**src/rtl/dmem_port_arbiter.sv**
```systemverilog
// Arbitrates the single-port data memory between the core memory stage and an
// external debug/DMA port, with a starvation guard and contention counters.
module dmem_port_arbiter #(
  parameter int AW           = 16,
  parameter int DW           = 16,
  parameter int STARVE_LIMIT = 4
) (
  input  logic          clk,
  input  logic          reset,
  input  logic          cpu_req,
  input  logic          cpu_we,
  input  logic [AW-1:0] cpu_addr,
  input  logic [DW-1:0] cpu_wdata,
  output logic [DW-1:0] cpu_rdata,
  output logic          cpu_stall,
  input  logic          ext_req,
  input  logic          ext_we,
  input  logic [AW-1:0] ext_addr,
  input  logic [DW-1:0] ext_wdata,
  output logic          ext_ready,
  output logic          ext_rvalid,
  output logic [DW-1:0] ext_rdata,
  output logic [AW-1:0] mem_addr,
  output logic [DW-1:0] mem_wdata,
  output logic          mem_we,
  input  logic [DW-1:0] mem_rdata,
  output logic [15:0]   stall_count,
  output logic [15:0]   ext_xfer_count
);

  localparam logic [7:0]  LIMIT   = 8'(STARVE_LIMIT);
  localparam logic [15:0] CNT_MAX = 16'hFFFF;

  typedef enum logic {
    OWN_CPU,
    OWN_EXT
  } owner_e;

  logic [7:0]    r_starve_cnt;
  logic          r_ext_rvalid;
  logic [DW-1:0] r_ext_rdata;
  logic [15:0]   r_stall_count;
  logic [15:0]   r_ext_xfer_count;

  logic   w_force;
  owner_e w_owner;
  logic   w_ext_ready;
  logic   w_cpu_stall;
  logic   w_xfer;
  logic   w_ext_read;

  // Ownership uses only cpu_req and registered state, so no ext_* input can
  // reach cpu_stall combinationally.
  always_comb begin
    w_force     = (r_starve_cnt == LIMIT);
    w_owner     = (cpu_req && !w_force) ? OWN_CPU : OWN_EXT;
    w_ext_ready = reset && (!cpu_req || w_force);
    w_cpu_stall = reset && cpu_req && w_force;
    w_xfer      = ext_req && w_ext_ready;
    w_ext_read  = w_xfer && !ext_we;
  end

  // NOTE: every output gets a default before the branches, so no latch is inferred.
  always_comb begin
    mem_addr  = ext_addr;
    mem_wdata = ext_wdata;
    mem_we    = ext_req && ext_we;
    if (w_owner == OWN_CPU) begin
      mem_addr  = cpu_addr;
      mem_wdata = cpu_wdata;
      mem_we    = cpu_we;
    end
    if (!reset) begin
      mem_we = 1'b0;
    end
  end

  // NOTE: state uses non-blocking assignments so every flop samples pre-edge values.
  always_ff @(posedge clk) begin
    if (!reset) begin
      r_starve_cnt     <= '0;
      r_ext_rvalid     <= 1'b0;
      r_ext_rdata      <= '0;
      r_stall_count    <= '0;
      r_ext_xfer_count <= '0;
    end else begin
      if (w_xfer || !ext_req) begin
        r_starve_cnt <= '0;
      end else if (r_starve_cnt != LIMIT) begin
        r_starve_cnt <= r_starve_cnt + 8'd1;
      end

      r_ext_rvalid <= w_ext_read;
      if (w_ext_read) begin
        r_ext_rdata <= mem_rdata;
      end

      if (w_cpu_stall && (r_stall_count != CNT_MAX)) begin
        r_stall_count <= r_stall_count + 16'd1;
      end
      if (w_xfer && (r_ext_xfer_count != CNT_MAX)) begin
        r_ext_xfer_count <= r_ext_xfer_count + 16'd1;
      end
    end
  end

  assign cpu_rdata      = mem_rdata;
  assign cpu_stall      = w_cpu_stall;
  assign ext_ready      = w_ext_ready;
  assign ext_rvalid     = r_ext_rvalid;
  assign ext_rdata      = r_ext_rdata;
  assign stall_count    = r_stall_count;
  assign ext_xfer_count = r_ext_xfer_count;

endmodule

```
**config.mk**
```make
export PLATFORM = sky130hd
export DESIGN_NAME = dmem_port_arbiter
export DESIGN_NICKNAME = d
export VERILOG_FILES = /design/src/rtl/dmem_port_arbiter.sv
export SDC_FILE = /design/constraint.sdc
export NUM_CORES = 1
export LEC_CHECK = 0
export CAP_MARGIN = 30
export CORE_ASPECT_RATIO = 1.4
export CORE_MARGIN = 5
export CORE_UTILIZATION = 35
export DETAILED_ROUTE_END_ITERATION = 10
export PLACE_DENSITY_LB_ADDON = 0.2
export SLEW_MARGIN = 10
export SYNTH_ARGS = -nofsm -noshare
export SYNTH_HDL_FRONTEND = slang
export SYNTH_SLANG_ARGS = --single-unit
```
**constraint.sdc**
```tcl
create_clock -name clk -period 3.2 [get_ports clk]
set_input_delay 0.64 -clock clk [delete_from_list [all_inputs] [get_ports clk]]
set_output_delay 0.64 -clock clk [all_outputs]
set_load 0.02 [all_outputs]
```
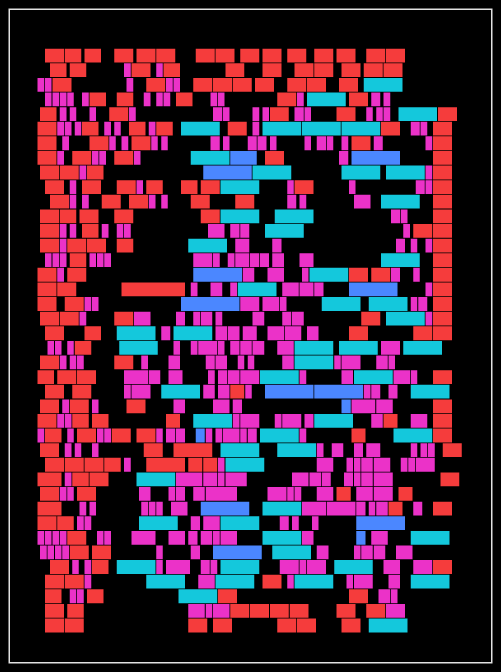
run_1/class_map.png
Key: cyan = sequential cells [cells 57]; blue = clock drivers and dummy loads [cells 14]; red = remaining buffers and delay cells [cells 197]; magenta = remaining logic cells [cells 334]

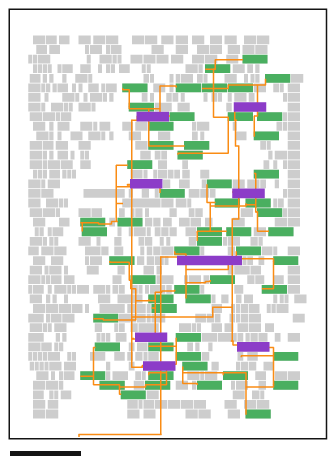
run_1/clock_wires.png
Bar = 20 microns.
Key: green = flip-flops [count 57]; purple = clock-net drivers [count 9]; orange = clock wires [length 784 microns]
There are 10 routed clock nets.

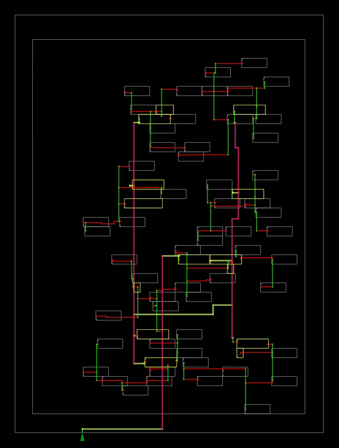
run_1/clock_nets.png
num sequential: 57
Num CTS Buffers: 9
total number of clock tree sinks: 57
clock latency on the worst-skew pair: 320 ps

==> results_tabular.tex, run 1 <==
% Auto-generated results table
\begin{tabular}{lr}
\hline
Metric & Value \\
\hline
\multicolumn{2}{l}{\textbf{Outcome}} \\
Outcome & finished clean \\
\multicolumn{2}{l}{\textbf{CTS}} \\
Hold-fix buffer count after cts & 0 \\
Master cell of the clock root buffer & clkbuf\_16 \\
TritonCTS clock tree & built \\
Post-CTS setup buffer count & 0 \\
\multicolumn{2}{l}{\textbf{Final layout}} \\
Clock tree buffer count of the final layout & 10 \\
Proportion of cell area spent on the clock network & 5.372\% \\
Multi-Input Combinational & 326 \\
Non-clock buffer count in the final layout & 197 \\
Final antenna diode count & 0 \\
Area taken by flip-flops and latches & 0.001141 sq mm \\
Most common cell after layout, fill and taps aside & nand2\_1 \\
Final design utilization & about 61\% \\
Final Instance Count excl. Fillers & 707 \\
Leading cell kind & non-clock buffers \\
Tally of filler cells in the layout & 783 \\
Growth of design area from synthesis to finish & 70.54\% \\
Non-clock buffer area fraction after layout & 37.01\% \\
Final std cell area, no fill & 0.005288 sq mm \\
\multicolumn{2}{l}{\textbf{Setup path}} \\
Class of the most critical setup path & register to output pin \\
Critical path endpoint & cpu\_stall \\
Kind of cell adding the most delay to the critical path & simple AND/OR/NAND/NOR gates \\
Register-to-register path setup slack & between 500 and 600 ps \\
Type of element launching the critical path & register \\
Reg2Reg Launch Point & r\_starve\_cnt[0] \\
Delay of the slowest critical-path stage & around 600 ps \\
Critical-path top delay cell & clkdlybuf4s50\_1 \\
Cell breakdown of the critical path & inv\_1 -> ha\_1 -> or4b\_4 -> or3\_4 -> inv\_2 -> clkdlybuf4s50\_1 \\
Critical path peak fanout & 6 \\
Critical path data required time & 2560 ps \\
\multicolumn{2}{l}{\textbf{Power}} \\
Pwr Total & roughly 2 mW \\
Power density relative to cell area & 375.7 mW/mm\^{}2 \\
Combinational cell power & 351 uW \\
Reported sequential group power & 723 uW \\
Clock network power share & $\sim$46\% \\
Internal power contribution & between 1.5 and 2 mW \\
Clock-net power & 912 uW \\
\multicolumn{2}{l}{\textbf{Synthesis}} \\
Number of enable-type register cells in the synthesized netlist & 0 \\
Cells after Synth & 424 \\
Netlist Area Pre-Place & 0.003100 sq mm \\
Register bit total from synthesis & 57 \\
Main logic family after synthesis & simple AND/OR/NAND/NOR gates \\
Compound Share, Synth & 8.273\% \\
Count leader, synth & nand2\_1 \\
Multiplexer share of the synthesized area & 4.520\% \\
Main flop type & dfxtp\_1 \\
\multicolumn{2}{l}{\textbf{Floorplanning}} \\
Initial core utilization & between 30\% and 40\% \\
Well tap count & 105 \\
I/O pin count & 186 \\
Overall die width & 89.55 microns \\
Std-Cell Core Area & 0.008608 sq mm \\
\multicolumn{2}{l}{\textbf{Flow run}} \\
Tally of OpenROAD warnings & 27 \\
\multicolumn{2}{l}{\textbf{GRT}} \\
Antenna violations before repair & 0 \\
GRT busiest layer & met2 \\
Total grt overflow & 0 \\
Pin count of the biggest net entering global routing & 36 \\
GR met3 Demand/Resource & 5.163\% \\
Met1 track utilization from global routing & 19.78\% \\
First-pass GRT wire length & about 16000 microns \\
\multicolumn{2}{l}{\textbf{Timing}} \\
Worst-margin pin slew & 851.2 ps \\
Fin. max-slew vios & 0 \\
Max Fclk & 322.3 MHz \\
Number of setup violations in the final report & 0 \\
Hold Fails Final Rpt & 0 \\
Final critical-path required period & 3103 ps \\
Slew HR & approximately 43\% \\
Setup tns final & 0 ps \\
\multicolumn{2}{l}{\textbf{Detailed routing}} \\
Top sig layer & met4 \\
DRT met1 WL & 3849 microns \\
Initial DRC count & 167 \\
\multicolumn{2}{l}{\textbf{Placed design}} \\
Cell total after placement & slightly below 700 \\
\hline
\end{tabular}
==> inputs of run 2 (changes only) <==
--- a/config.mk
+++ b/config.mk
@@ -9,9 +9,10 @@
 export CORE_ASPECT_RATIO = 1.4
 export CORE_MARGIN = 5
 export CORE_UTILIZATION = 35
+export CTS_CLUSTER_SIZE = 8
 export DETAILED_ROUTE_END_ITERATION = 10
 export PLACE_DENSITY_LB_ADDON = 0.2
-export SLEW_MARGIN = 10
+export SLEW_MARGIN = 5
 export SYNTH_ARGS = -nofsm -noshare
 export SYNTH_HDL_FRONTEND = slang
 export SYNTH_SLANG_ARGS = --single-unit
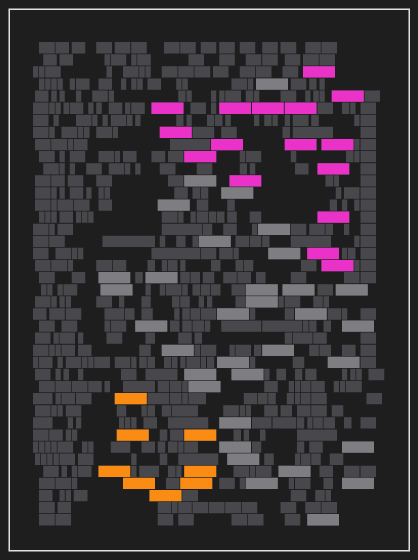
run_2/ff_map.png
Other sequential cells in the stronger grey, the rest of the logic in the fainter grey.
Key: magenta = ext_rdata [flops 16]; orange = r_starve_cnt [flops 8]
Another 33 sequential cells are not coloured.

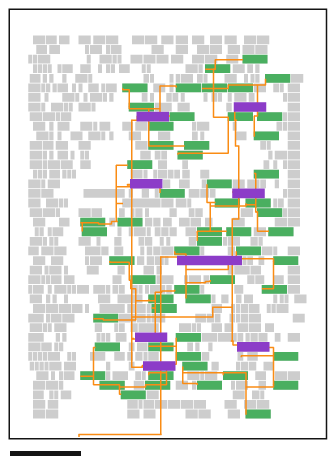
run_2/clock_wires.png
Bar = 20 microns.
Key: purple = clock-net drivers [count 9]; green = flip-flops [count 57]; orange = clock wires [length 784 microns]
There are 10 routed clock nets.

==> results_tabular.tex, run 2 <==
% Auto-generated results table
\begin{tabular}{lr}
\hline
Metric & Value \\
\hline
\multicolumn{2}{l}{\textbf{Outcome}} \\
Outcome & finished clean \\
\multicolumn{2}{l}{\textbf{Flow run}} \\
Max-Cap Viols & 0 \\
Tally of OpenROAD warnings & 27 \\
\multicolumn{2}{l}{\textbf{Final layout}} \\
Growth of design area from synthesis to finish & 70.54\% \\
Layout cells sized above 1 & 6.146\% \\
Non-clock buffer area fraction after layout & 37.01\% \\
Leading cell kind & non-clock buffers \\
Area taken by flip-flops and latches & 0.001141 sq mm \\
Num sequential & roughly 57 \\
Non-clock buffer count in the final layout & 197 \\
Inverters & 8 \\
Final antenna diode count & 0 \\
Final std cell area, no fill & 0.005288 sq mm \\
Multi-Input Combinational & 326 \\
Clock tree buffer count of the final layout & 10 \\
Most common cell after layout, fill and taps aside & nand2\_1 \\
Final design utilization & between 60\% and 70\% \\
Final Instance Count excl. Fillers & about 700 \\
Tally of filler cells in the layout & between 700 and 800 \\
Net count, final & slightly below 700 \\
Proportion of cell area spent on the clock network & 5.372\% \\
\multicolumn{2}{l}{\textbf{Setup path}} \\
Cell breakdown of the critical path & inv\_1 -> ha\_1 -> or4b\_4 -> or3\_4 -> inv\_2 -> clkdlybuf4s50\_1 \\
Critical path endpoint & cpu\_stall \\
Type of element launching the critical path & register \\
Reg2Reg Launch Point & r\_starve\_cnt[0] \\
Critical path peak fanout & 6 \\
Class of the most critical setup path & register to output pin \\
Critical-path top delay cell & clkdlybuf4s50\_1 \\
Delay of the slowest critical-path stage & 590 ps \\
Register-to-register path setup slack & about 540 ps \\
Critical path data required time & 2560 ps \\
Kind of cell adding the most delay to the critical path & simple AND/OR/NAND/NOR gates \\
\multicolumn{2}{l}{\textbf{CTS}} \\
Clock latency on the worst-skew pair & 320 ps \\
Post-CTS setup buffer count & 0 \\
Num CTS Buffers & 9 \\
TritonCTS clock tree & built \\
Total number of clock tree sinks & about 57 \\
Master cell of the clock root buffer & clkbuf\_16 \\
Hold-fix buffer count after cts & 0 \\
\multicolumn{2}{l}{\textbf{Placed design}} \\
Cell total after placement & 692 \\
Port Buffer Count & 185 \\
\multicolumn{2}{l}{\textbf{Floorplanning}} \\
Std-Cell Core Area & 0.008608 sq mm \\
Overall die width & 89.55 microns \\
Well tap count & 105 \\
I/O pin count & 186 \\
Initial core utilization & 36.02\% \\
\multicolumn{2}{l}{\textbf{GRT}} \\
Total grt overflow & 0 \\
Met1 track utilization from global routing & 19.78\% \\
Antenna violations before repair & 0 \\
Pin count of the biggest net entering global routing & 36 \\
First-pass GRT wire length & 16250 microns \\
GRT busiest layer & met2 \\
Combined global-route utilization of all metal layers & 19.11\% \\
GR met3 Demand/Resource & 5.163\% \\
\multicolumn{2}{l}{\textbf{Detailed routing}} \\
Total vias in the final route & 3495 \\
Met2 wire len & 5504 microns \\
Top sig layer & met4 \\
DRT met1 WL & between 3000 and 4000 microns \\
Initial DRC count & 167 \\
\multicolumn{2}{l}{\textbf{Power}} \\
Reported sequential group power & 723 uW \\
Clock-net power & 912 uW \\
Clock network power share & 45.9\% \\
Internal power contribution & 1.513 mW \\
Power density relative to cell area & 375.7 mW/mm\^{}2 \\
Combinational cell power & 351 uW \\
Pwr Total & $\sim$2.0 mW \\
\multicolumn{2}{l}{\textbf{Timing}} \\
Max Fclk & around 320 MHz \\
Hold Fails Final Rpt & 0 \\
Worst-margin pin slew & 851.2 ps \\
Number of setup violations in the final report & 0 \\
Setup tns final & 0 ps \\
Slew HR & a little over two fifths \\
Fin. max-slew vios & 0 \\
Final critical-path required period & 3103 ps \\
\multicolumn{2}{l}{\textbf{Synthesis}} \\
Multiplexer share of the synthesized area & 4.520\% \\
Netlist Area Pre-Place & 0.003100 sq mm \\
Main flop type & dfxtp\_1 \\
Register bit total from synthesis & 57 \\
Compound Share, Synth & 8.273\% \\
Main logic family after synthesis & simple AND/OR/NAND/NOR gates \\
Count leader, synth & nand2\_1 \\
Cells after Synth & 424 \\
Number of enable-type register cells in the synthesized netlist & 0 \\
List of most frequent post-synthesis cells & nand2\_1 (158), dfxtp\_1 (57), nor2\_1 (23) \\
\hline
\end{tabular}
No activity file was given, so power comes from the tool's default toggle rates.
